File: src/rtl/nonce_tx_queue.sv
// nonce_tx_queue
//
// Result queue in the comm clock domain. It sits between the hashing core's
// ticket output and the serial core's transmit side. Golden nonces are held in
// a small circular buffer. A nonce that repeats the last accepted one is
// dropped. Queued nonces are handed to the UART one at a time using a
// send/busy handshake. A nonce is lost only when it arrives while the queue is
// full and nothing leaves in the same cycle; each such loss is counted.
//
// Parameters
//   DEPTH         queue entries (power of two, >= 2)
//   BUSY_TIMEOUT  cycles to wait for tx_busy to rise after tx_send
//
// Ports
//   clk           comm clock
//   rst           asynchronous, active-high reset
//   nonce_valid   one-cycle strobe: nonce_in holds a found nonce
//   nonce_in      nonce value
//   flush         new job started; discard queued nonces
//   tx_busy       serial core transmitting
//   tx_send       one-cycle strobe to serial core: send tx_word
//   tx_word       nonce presented to serial core (held until the next pop)
//   queue_count   entries currently stored
//   queue_empty   queue_count == 0
//   overflow_cnt  nonces dropped because the queue was full; saturates at 255

module nonce_tx_queue #(
   parameter int unsigned DEPTH        = 4,
   parameter int unsigned BUSY_TIMEOUT = 16
) (
   input  logic                     clk,
   input  logic                     rst,
   input  logic                     nonce_valid,
   input  logic [31:0]              nonce_in,
   input  logic                     flush,
   input  logic                     tx_busy,
   output logic                     tx_send,
   output logic [31:0]              tx_word,
   output logic [$clog2(DEPTH):0]   queue_count,
   output logic                     queue_empty,
   output logic [7:0]               overflow_cnt
);

   localparam int unsigned PtrW = $clog2(DEPTH);
   localparam int unsigned CntW = PtrW + 1;
   // One extra value of headroom so BUSY_TIMEOUT == 1 still gets a 1-bit timer.
   localparam int unsigned TmrW = $clog2(BUSY_TIMEOUT + 1);

   localparam logic [CntW-1:0] CntFull = CntW'(DEPTH);
   localparam logic [TmrW-1:0] TmrLast = TmrW'(BUSY_TIMEOUT - 1);

   typedef enum logic [1:0] {
      StIdle,
      StSend,
      StWaitBusy,
      StWaitIdle
   } state_e;

   // ---------------------------------------------------------------------------
   // State
   // ---------------------------------------------------------------------------
   logic [31:0]     mem_q [DEPTH];
   logic [PtrW-1:0] rd_ptr_q;
   logic [PtrW-1:0] wr_ptr_q;
   logic [CntW-1:0] count_q;
   logic [31:0]     last_nonce_q;
   logic            last_valid_q;
   logic [7:0]      ovf_q;

   state_e          state_q;
   logic [TmrW-1:0] timer_q;
   logic            tx_send_q;
   logic [31:0]     tx_word_q;

   // ---------------------------------------------------------------------------
   // Push / pop decisions
   // ---------------------------------------------------------------------------
   logic pop;
   logic is_dup;
   logic offer;
   logic push;
   logic drop;

   always_comb begin
      // The sender takes the head only from IDLE. A flush in the same cycle
      // holds it back so that no stale nonce leaves after a job change.
      pop    = (state_q == StIdle) && (count_q != '0) && !tx_busy && !flush;
      is_dup = last_valid_q && (nonce_in == last_nonce_q);
      offer  = nonce_valid && !flush && !is_dup;
      // At full, a push is still accepted when the head leaves in the same cycle.
      push   = offer && ((count_q != CntFull) || pop);
      drop   = offer && !push;
   end

   // ---------------------------------------------------------------------------
   // Queue storage. The data array is not reset: every entry is written before
   // it can be read.
   // ---------------------------------------------------------------------------
   always_ff @(posedge clk) begin
      if (push) begin
         mem_q[wr_ptr_q] <= nonce_in;
      end
   end

   always_ff @(posedge clk or posedge rst) begin
      if (rst) begin
         rd_ptr_q     <= '0;
         wr_ptr_q     <= '0;
         count_q      <= '0;
         last_nonce_q <= '0;
         last_valid_q <= 1'b0;
         ovf_q        <= '0;
      end else begin
         if (flush) begin
            rd_ptr_q     <= '0;
            wr_ptr_q     <= '0;
            count_q      <= '0;
            last_valid_q <= 1'b0;
         end else begin
            // Pointers are PtrW bits wide and DEPTH is a power of two, so they
            // wrap from DEPTH-1 to 0 on their own.
            if (push) begin
               wr_ptr_q     <= wr_ptr_q + 1'b1;
               last_nonce_q <= nonce_in;
               last_valid_q <= 1'b1;
            end
            if (pop) begin
               rd_ptr_q <= rd_ptr_q + 1'b1;
            end
            if (push && !pop) begin
               count_q <= count_q + 1'b1;
            end else if (pop && !push) begin
               count_q <= count_q - 1'b1;
            end
         end
         // Only resets clear the overflow counter; flush leaves it unchanged.
         if (drop && (ovf_q != 8'hFF)) begin
            ovf_q <= ovf_q + 1'b1;
         end
      end
   end

   // ---------------------------------------------------------------------------
   // Transmit handshake FSM. Flush does not affect it: a word that has already
   // been handed off completes normally.
   // ---------------------------------------------------------------------------
   always_ff @(posedge clk or posedge rst) begin
      if (rst) begin
         state_q   <= StIdle;
         timer_q   <= '0;
         tx_send_q <= 1'b0;
         tx_word_q <= '0;
      end else begin
         tx_send_q <= 1'b0;
         unique case (state_q)
            StIdle: begin
               if (pop) begin
                  tx_word_q <= mem_q[rd_ptr_q];
                  tx_send_q <= 1'b1;
                  state_q   <= StSend;
               end
            end
            StSend: begin
               timer_q <= '0;
               state_q <= StWaitBusy;
            end
            StWaitBusy: begin
               if (tx_busy) begin
                  state_q <= StWaitIdle;
               end else if (timer_q == TmrLast) begin
                  // The UART never acknowledged the word; treat it as sent
                  // so the queue does not stall.
                  state_q <= StIdle;
               end else begin
                  timer_q <= timer_q + 1'b1;
               end
            end
            StWaitIdle: begin
               if (!tx_busy) begin
                  state_q <= StIdle;
               end
            end
            default: begin
               state_q <= StIdle;
            end
         endcase
      end
   end

   // ---------------------------------------------------------------------------
   // Outputs
   // ---------------------------------------------------------------------------
   assign tx_send      = tx_send_q;
   assign tx_word      = tx_word_q;
   assign queue_count  = count_q;
   assign queue_empty  = (count_q == '0);
   assign overflow_cnt = ovf_q;

   // ---------------------------------------------------------------------------
   // Invariants
   // ---------------------------------------------------------------------------
   a_count_bound : assert property (@(posedge clk) disable iff (rst) count_q <= CntFull);
   a_send_pulse  : assert property (@(posedge clk) disable iff (rst) tx_send_q |=> !tx_send_q);

endmodule

File: config.mk
export PLATFORM = sky130hd
export DESIGN_NAME = nonce_tx_queue
export DESIGN_NICKNAME = d
export VERILOG_FILES = /design/src/rtl/nonce_tx_queue.sv
export SDC_FILE = /design/constraint.sdc
export NUM_CORES = 1
export LEC_CHECK = 0
export ABC_AREA = 1
export CORE_MARGIN = 5
export CORE_UTILIZATION = 55
export CTS_BUF_LIST = sky130_fd_sc_hd__clkbuf_16
export CTS_CLUSTER_DIAMETER = 60
export DETAILED_ROUTE_END_ITERATION = 16
export HOLD_SLACK_MARGIN = 0.08
export PLACE_DENSITY = 0.77
export SYNTH_ARGS = -nofsm -noshare
export SYNTH_HDL_FRONTEND = slang
export SYNTH_SLANG_ARGS = --single-unit
export TNS_END_PERCENT = 10
File: constraint.sdc
create_clock -name clk -period 7.1 [get_ports clk]
set_input_delay 2.13 -clock clk [delete_from_list [all_inputs] [get_ports clk]]
set_output_delay 2.13 -clock clk [all_outputs]
set_load 0.02 [all_outputs]
==> run_1/registers.png <==
Scale: 2 px per um. Other sequential cells in the stronger grey, the rest of the logic in the fainter grey.
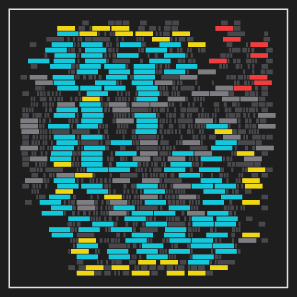
Key: red = overflow_cnt [placed flops 8, where north-east]; yellow = tx_word [placed flops 32, where all over the die]; cyan = mem_q [placed flops 128]
Another 48 sequential cells are not coloured.
final core utilization: 65.8%
P_seq: 0.00173 W
Seq area share: 56.2%
register area: 6050 sq um

==> run_1/metal_stack.png <==
Scale: 3 px per um.
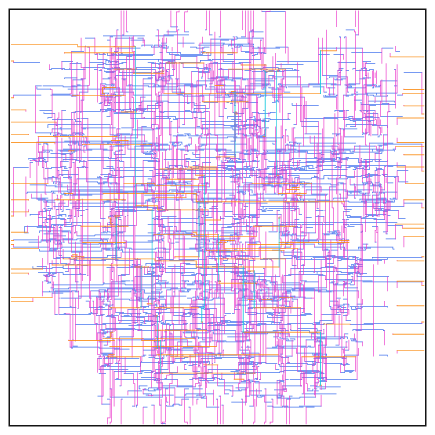
Key: magenta = met2 [wire length 9650 um]; blue = met1 [wire length 8450 um]; cyan = met4 [wire length 377 um]; orange = met3 [wire length 1510 um]
gr usage total: 20.8%
detailed-route wire length: 20000 um
routed via count: 6530
DR WL/cell: 16.5 um

==> summary.txt, run 1 <==
run metrics: outcome=completed, CTS clk-pin slew, worst paths=0.06 ns, CTS tree=built, Internal=0.00259 W, MaxCap Viol Count=0, min Tclk post-route=4.78 ns, Worst R2R Path Depth=7, synthesized area=9060 sq um, layout cells sized above 1=5.45%, Static Leak=4.60 nW, kind of cell adding the most delay to the critical path=simple AND/OR/NAND/NOR gates, crit-path max FO=37, final hold violation count=0, fin nets=1020, CP peak stage delay=0.70 ns, area delta synth->final=18.7%, DPL Wire Length=12100 um, antenna violations before repair=0, WHS=0.471 ns, placed cells=1170, worst-margin pin slew=1.25 ns, vias in the first global route=6397, number of library cell types mapped by synthesis=33, NetSw=0.00123 W, number of OpenROAD warnings=29, WP data required=7.27 ns, clock share of power=27.7%, syn nets=937, final setup TNS=0 ns
==> run_1/port_nets.png <==
Scale: 3 px per um.
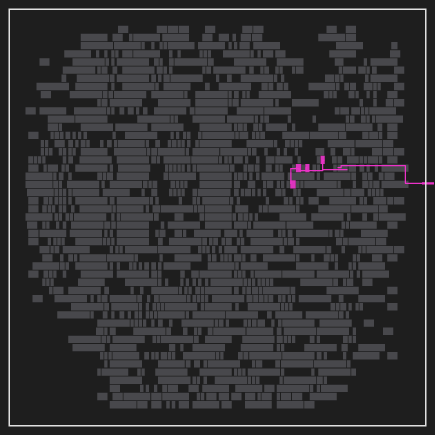
Key: magenta = flush [bits 1, direction input, end cells 4, buffers 1, wire 65.7 um]
Port Buffers: 81
# IOs: 82

-- run 1: routing by layer --
layer  routed length [um]  GRT usage (%)
met2                 9650           34.7
met5                    0              0
met3                 1510           4.04
met1                 8450           27.9
met4                  376           6.19
-- run 1: cells in the final DEF, fill, tap and decap left out, drive strengths merged, types with 4 or more instances in the layout --
cell type | synthesis | final
clkdlybuf4s50 | 0 | 81
xor2 | 9 | 9
dfrtp | 88 | 88
clkbuf | 25 | 23
inv | 94 | 98
nor3 | 5 | 5
nor2 | 100 | 100
o22ai | 33 | 33
ha | 7 | 7
a21oi | 4 | 4
clkinv | 0 | 13
edfxtp | 128 | 128
nand3 | 6 | 6
o21ai | 113 | 113
nand4 | 7 | 7
buf | 8 | 10
nand2 | 256 | 256
-- run 1: area by class of cell --
| cell class | instances | area share [%] |
|---|---|---|
| well taps | 220 | 2.56 |
| flip-flops and latches | 216 | 56.2 |
| clock inverters | 18 | 0.768 |
| clock buffers | 23 | 5.35 |
| repair buffers | 91 | 8.24 |
| inverters | 94 | 3.30 |
| multi-input cells | 549 | 23.5 |
-- run 1: worst paths after layout --
path / from / to / slack [ns]
worst max register to register: queue_count[2]$_DFFE_PP0P_ / mem_q[2][21]$_DFFE_PP_ / 3.85
worst min register to register: timer_q[3]$_DFFE_PP0P_ / timer_q[3]$_DFFE_PP0P_ / 0.47
worst min-delay path: timer_q[3]$_DFFE_PP0P_ / timer_q[3]$_DFFE_PP0P_ / 0.47
max in group asynchronous: rst / rd_ptr_q[0]$_DFFE_PP0P_ / 4.02
worst max-delay path: tx_busy / mem_q[2][21]$_DFFE_PP_ / 2.32
min in group asynchronous: rst / overflow_cnt[2]$_DFFE_PP0P_ / 1.99
-- run 1: cell usage after synthesis (all sizes together) (4+ instances only) --
| cell type | n | area share, % |
|---|---|---|
| o22ai | 33 | 2.3 |
| xor2 | 9 | 0.87 |
| nor2 | 100 | 4.1 |
| nand4 | 7 | 0.65 |
| buf | 8 | 0.54 |
| dfrtp | 88 | 24 |
| nand3 | 6 | 0.33 |
| ha | 7 | 0.97 |
| edfxtp | 128 | 42 |
| o21ai | 113 | 6.2 |
| clkbuf | 25 | 1.0 |
| inv | 94 | 3.9 |
| nand2 | 256 | 11 |
| nor3 | 5 | 0.51 |
| a21oi | 4 | 0.22 |
-- run 1: stage by stage --
stage,utilization [%],power (W)
after floorplan,-,0.00235
after detailed placement,61.7,0.00278
final,65.8,0.00382
after global routing,65.8,0.00403
after CTS,65.8,0.00384
after global placement,61.7,0.00274
-- run 1: power groups by stage --
stage          clock, W  combinational [W]  sequential, W
6_report        0.00106            0.00102        0.00173
5_1_grt         0.00112            0.00114        0.00176
4_1_cts         0.00107            0.00104        0.00173
3_5_place_dp          0            0.00103        0.00175
3_3_place_gp          0           0.000999        0.00174
2_1_floorplan         0           0.000478        0.00187
-- run 1: cells by family (layout without fill, tap and decap cells) --
kind of cell,count (synthesis),count (layout),share of synthesized area [%]
and+or+nand+nor,377,377,16.6
DFF,216,216,66.7
AOI/OAI and AO/OA,153,153,8.99
buffers and inverters,127,226,5.47
xor gates and xnor gates,10,10,0.967
adders and majority gates,8,8,1.19
muxes,1,1,0.110
==> run_1/pins.png <==
Scale: 2 px per um. Pins as bars across the die edge, other pins in grey.
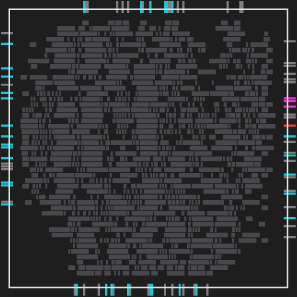

==> run 2, diff against run 1 <==
==> constraint.sdc (replaced) <==
create_clock -name clk -period 4.6 [get_ports clk]
set_input_delay 1.38 -clock clk [delete_from_list [all_inputs] [get_ports clk]]
set_output_delay 1.38 -clock clk [all_outputs]
set_load 0.02 [all_outputs]
==> run_2/pins.png <==
Scale: 2 px per um. Pins as bars across the die edge, other pins in grey.
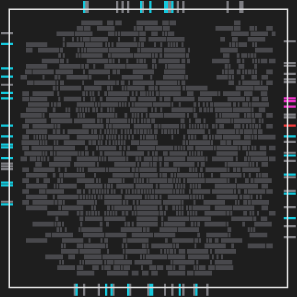
Key: red = flush [pins 1, direction input, edge east]; cyan = nonce_in [pins 32, direction input, edge 13 west, 8 south, 6 north, 5 east]; magenta = queue_count [pins 3, direction output, edge east]
All pins by edge: 25 east, 19 west, 19 south, 19 north.
die y size: 138 um
Die Span X: 138 um

==> run 2 against run 1 <==
  * Setup slack worse by 1.3 ns
  * Hold slack improved by 0.0024 ns
  * Sequential share of layout area fell by 0.59 points
  * Sequential power up 54%
  * Clock-buffer cell count is the same
  * Via count is 0.95% lower
  * Critical path type unchanged
==> summary.txt, run 2 <==
run metrics: fin nets=1024, Commonest cells post-synth=nand2_1, edfxtp_1, o21ai_0, antenna violations before repair=0, die area=19100 sq um, worst vdd ir=0.337 mV, Most flops, register=mem_q, met1 usage=28.4%, final setup TNS=0 ns, biggest area consumer among synthesized cells=edfxtp_1, syn nets=937, DR WL/cell=16.3 um, Port Buffers=81, worst-margin pin slew=1.17 ns, Setup CP Type=in2reg, most frequent logic cell in the layout=nand2_1, CTS tree=built, clk sinks=216, final hold violation count=0, Worst R2R Path Depth=13, vias in the first global route=6428, top cells, area=edfxtp_1, dfrtp_1, nand2_1, o21ai_0, nor2_1, NetSw=0.00191 W, number of library cell types mapped by synthesis=33, DPL Wire Length=12200 um, outcome=completed, min Tclk post-route=3.56 ns, Top cells excl fill/tap=nand2_1, edfxtp_1, o21ai_0, WP data required=5.03 ns, crit-path max FO=6, area delta synth->final=19.9%, layout cells sized above 1=6.12%, Final Slew Violations=0, grt met2 use=34.8%, gr usage total=20.7%, number of OpenROAD warnings=29, busiest metal layer after global routing=met2, clock share of power=28.6%, RSZ-0062 raised after global routing=false, CTS clk-pin slew, worst paths=0.06 ns, routed via count=6468, WHS=0.473 ns, Internal=0.00407 W, Top cell area share=42.4%, synthesized area=9060 sq um, M3 GR Usage=3.97%, combinational share of power=26.7%, # IOs=82, MaxCap Viol Count=0
[run 2: cell counts after synthesis]
No cell type changed its count.
[run 2: worst paths after layout]
check / start / to / slack (ns)
min: tx_word[0]$_DFFE_PP0P_ / tx_word[0]$_DFFE_PP0P_ / 0.47
max in group asynchronous: rst / rd_ptr_q[0]$_DFFE_PP0P_ / 2.68
max reg2reg: state_q[1]$_DFFE_PP0P_ / queue_count[2]$_DFFE_PP0P_ / 1.88
max: nonce_in[13] / queue_count[2]$_DFFE_PP0P_ / 1.04
min reg2reg: tx_word[0]$_DFFE_PP0P_ / tx_word[0]$_DFFE_PP0P_ / 0.47
min in group asynchronous: rst / overflow_cnt[2]$_DFFE_PP0P_ / 1.24
[run 2: cell families after synthesis]
family,synth area share [%]
AND/OR/NAND/NOR,16.6
flip-flops,66.7
AND-OR/OR-AND,8.99
buffers and inverters,5.47
XOR/XNOR,0.967
adder cells (fa/ha/maj),1.19
multiplexers,0.110
[run 2: final cells by class]
| type | instances | area [sq um] | share of cell area (%) |
|---|---|---|---|
| Timing Repair Buffer | 95 | 966 | 8.89 |
| Clock buffer | 23 | 576 | 5.30 |
| Inverter | 94 | 355 | 3.27 |
| Sequential cell | 216 | 6050 | 55.6 |
| Multi-Input combinational cell | 549 | 2530 | 23.3 |
| Tap cell | 220 | 275 | 2.53 |
| Clock inverter | 19 | 116 | 1.07 |
[run 2: stage by stage]
stage               instance area [sq um]  power, W  instances  utilization (%)
global route                        10900   0.00631       1216             66.5
finish                              10900   0.00597       1216             66.5
CTS                                 10900   0.00602       1216             66.5
global placement                    10200   0.00424       1174             62.2
detailed placement                  10200   0.00430       1174             62.2
floorplan                            9060   0.00362        892                -
[run 2: power groups by stage]
stage / logic (W) / clock network (W) / registers, W
2_1_floorplan: 0.000738 / 0 / 0.00288
3_3_place_gp: 0.00155 / 0 / 0.00269
3_5_place_dp: 0.00160 / 0 / 0.00270
4_1_cts: 0.00161 / 0.00174 / 0.00267
5_1_grt: 0.00177 / 0.00183 / 0.00271
6_report: 0.00159 / 0.00171 / 0.00267
[run 2: worst max-delay path, delay by kind of cell]
kind	cells	cell delay (ns)
xor+xnor	1	0.26
fa+ha+maj	1	0.39
buf+inv	4	0.84
simple gates	12	1.12
[run 2: per-layer routing]
metal	routed length [um]	share of wire (%)	vias to the layer above
met5	0	0	-
met4	259	1.3	0
met3	1210	6.1	29
met2	9710	49	191
met1	8660	44	3133
li1	-	-	3115
No activity file was given, so power comes from the tool's default toggle rates.
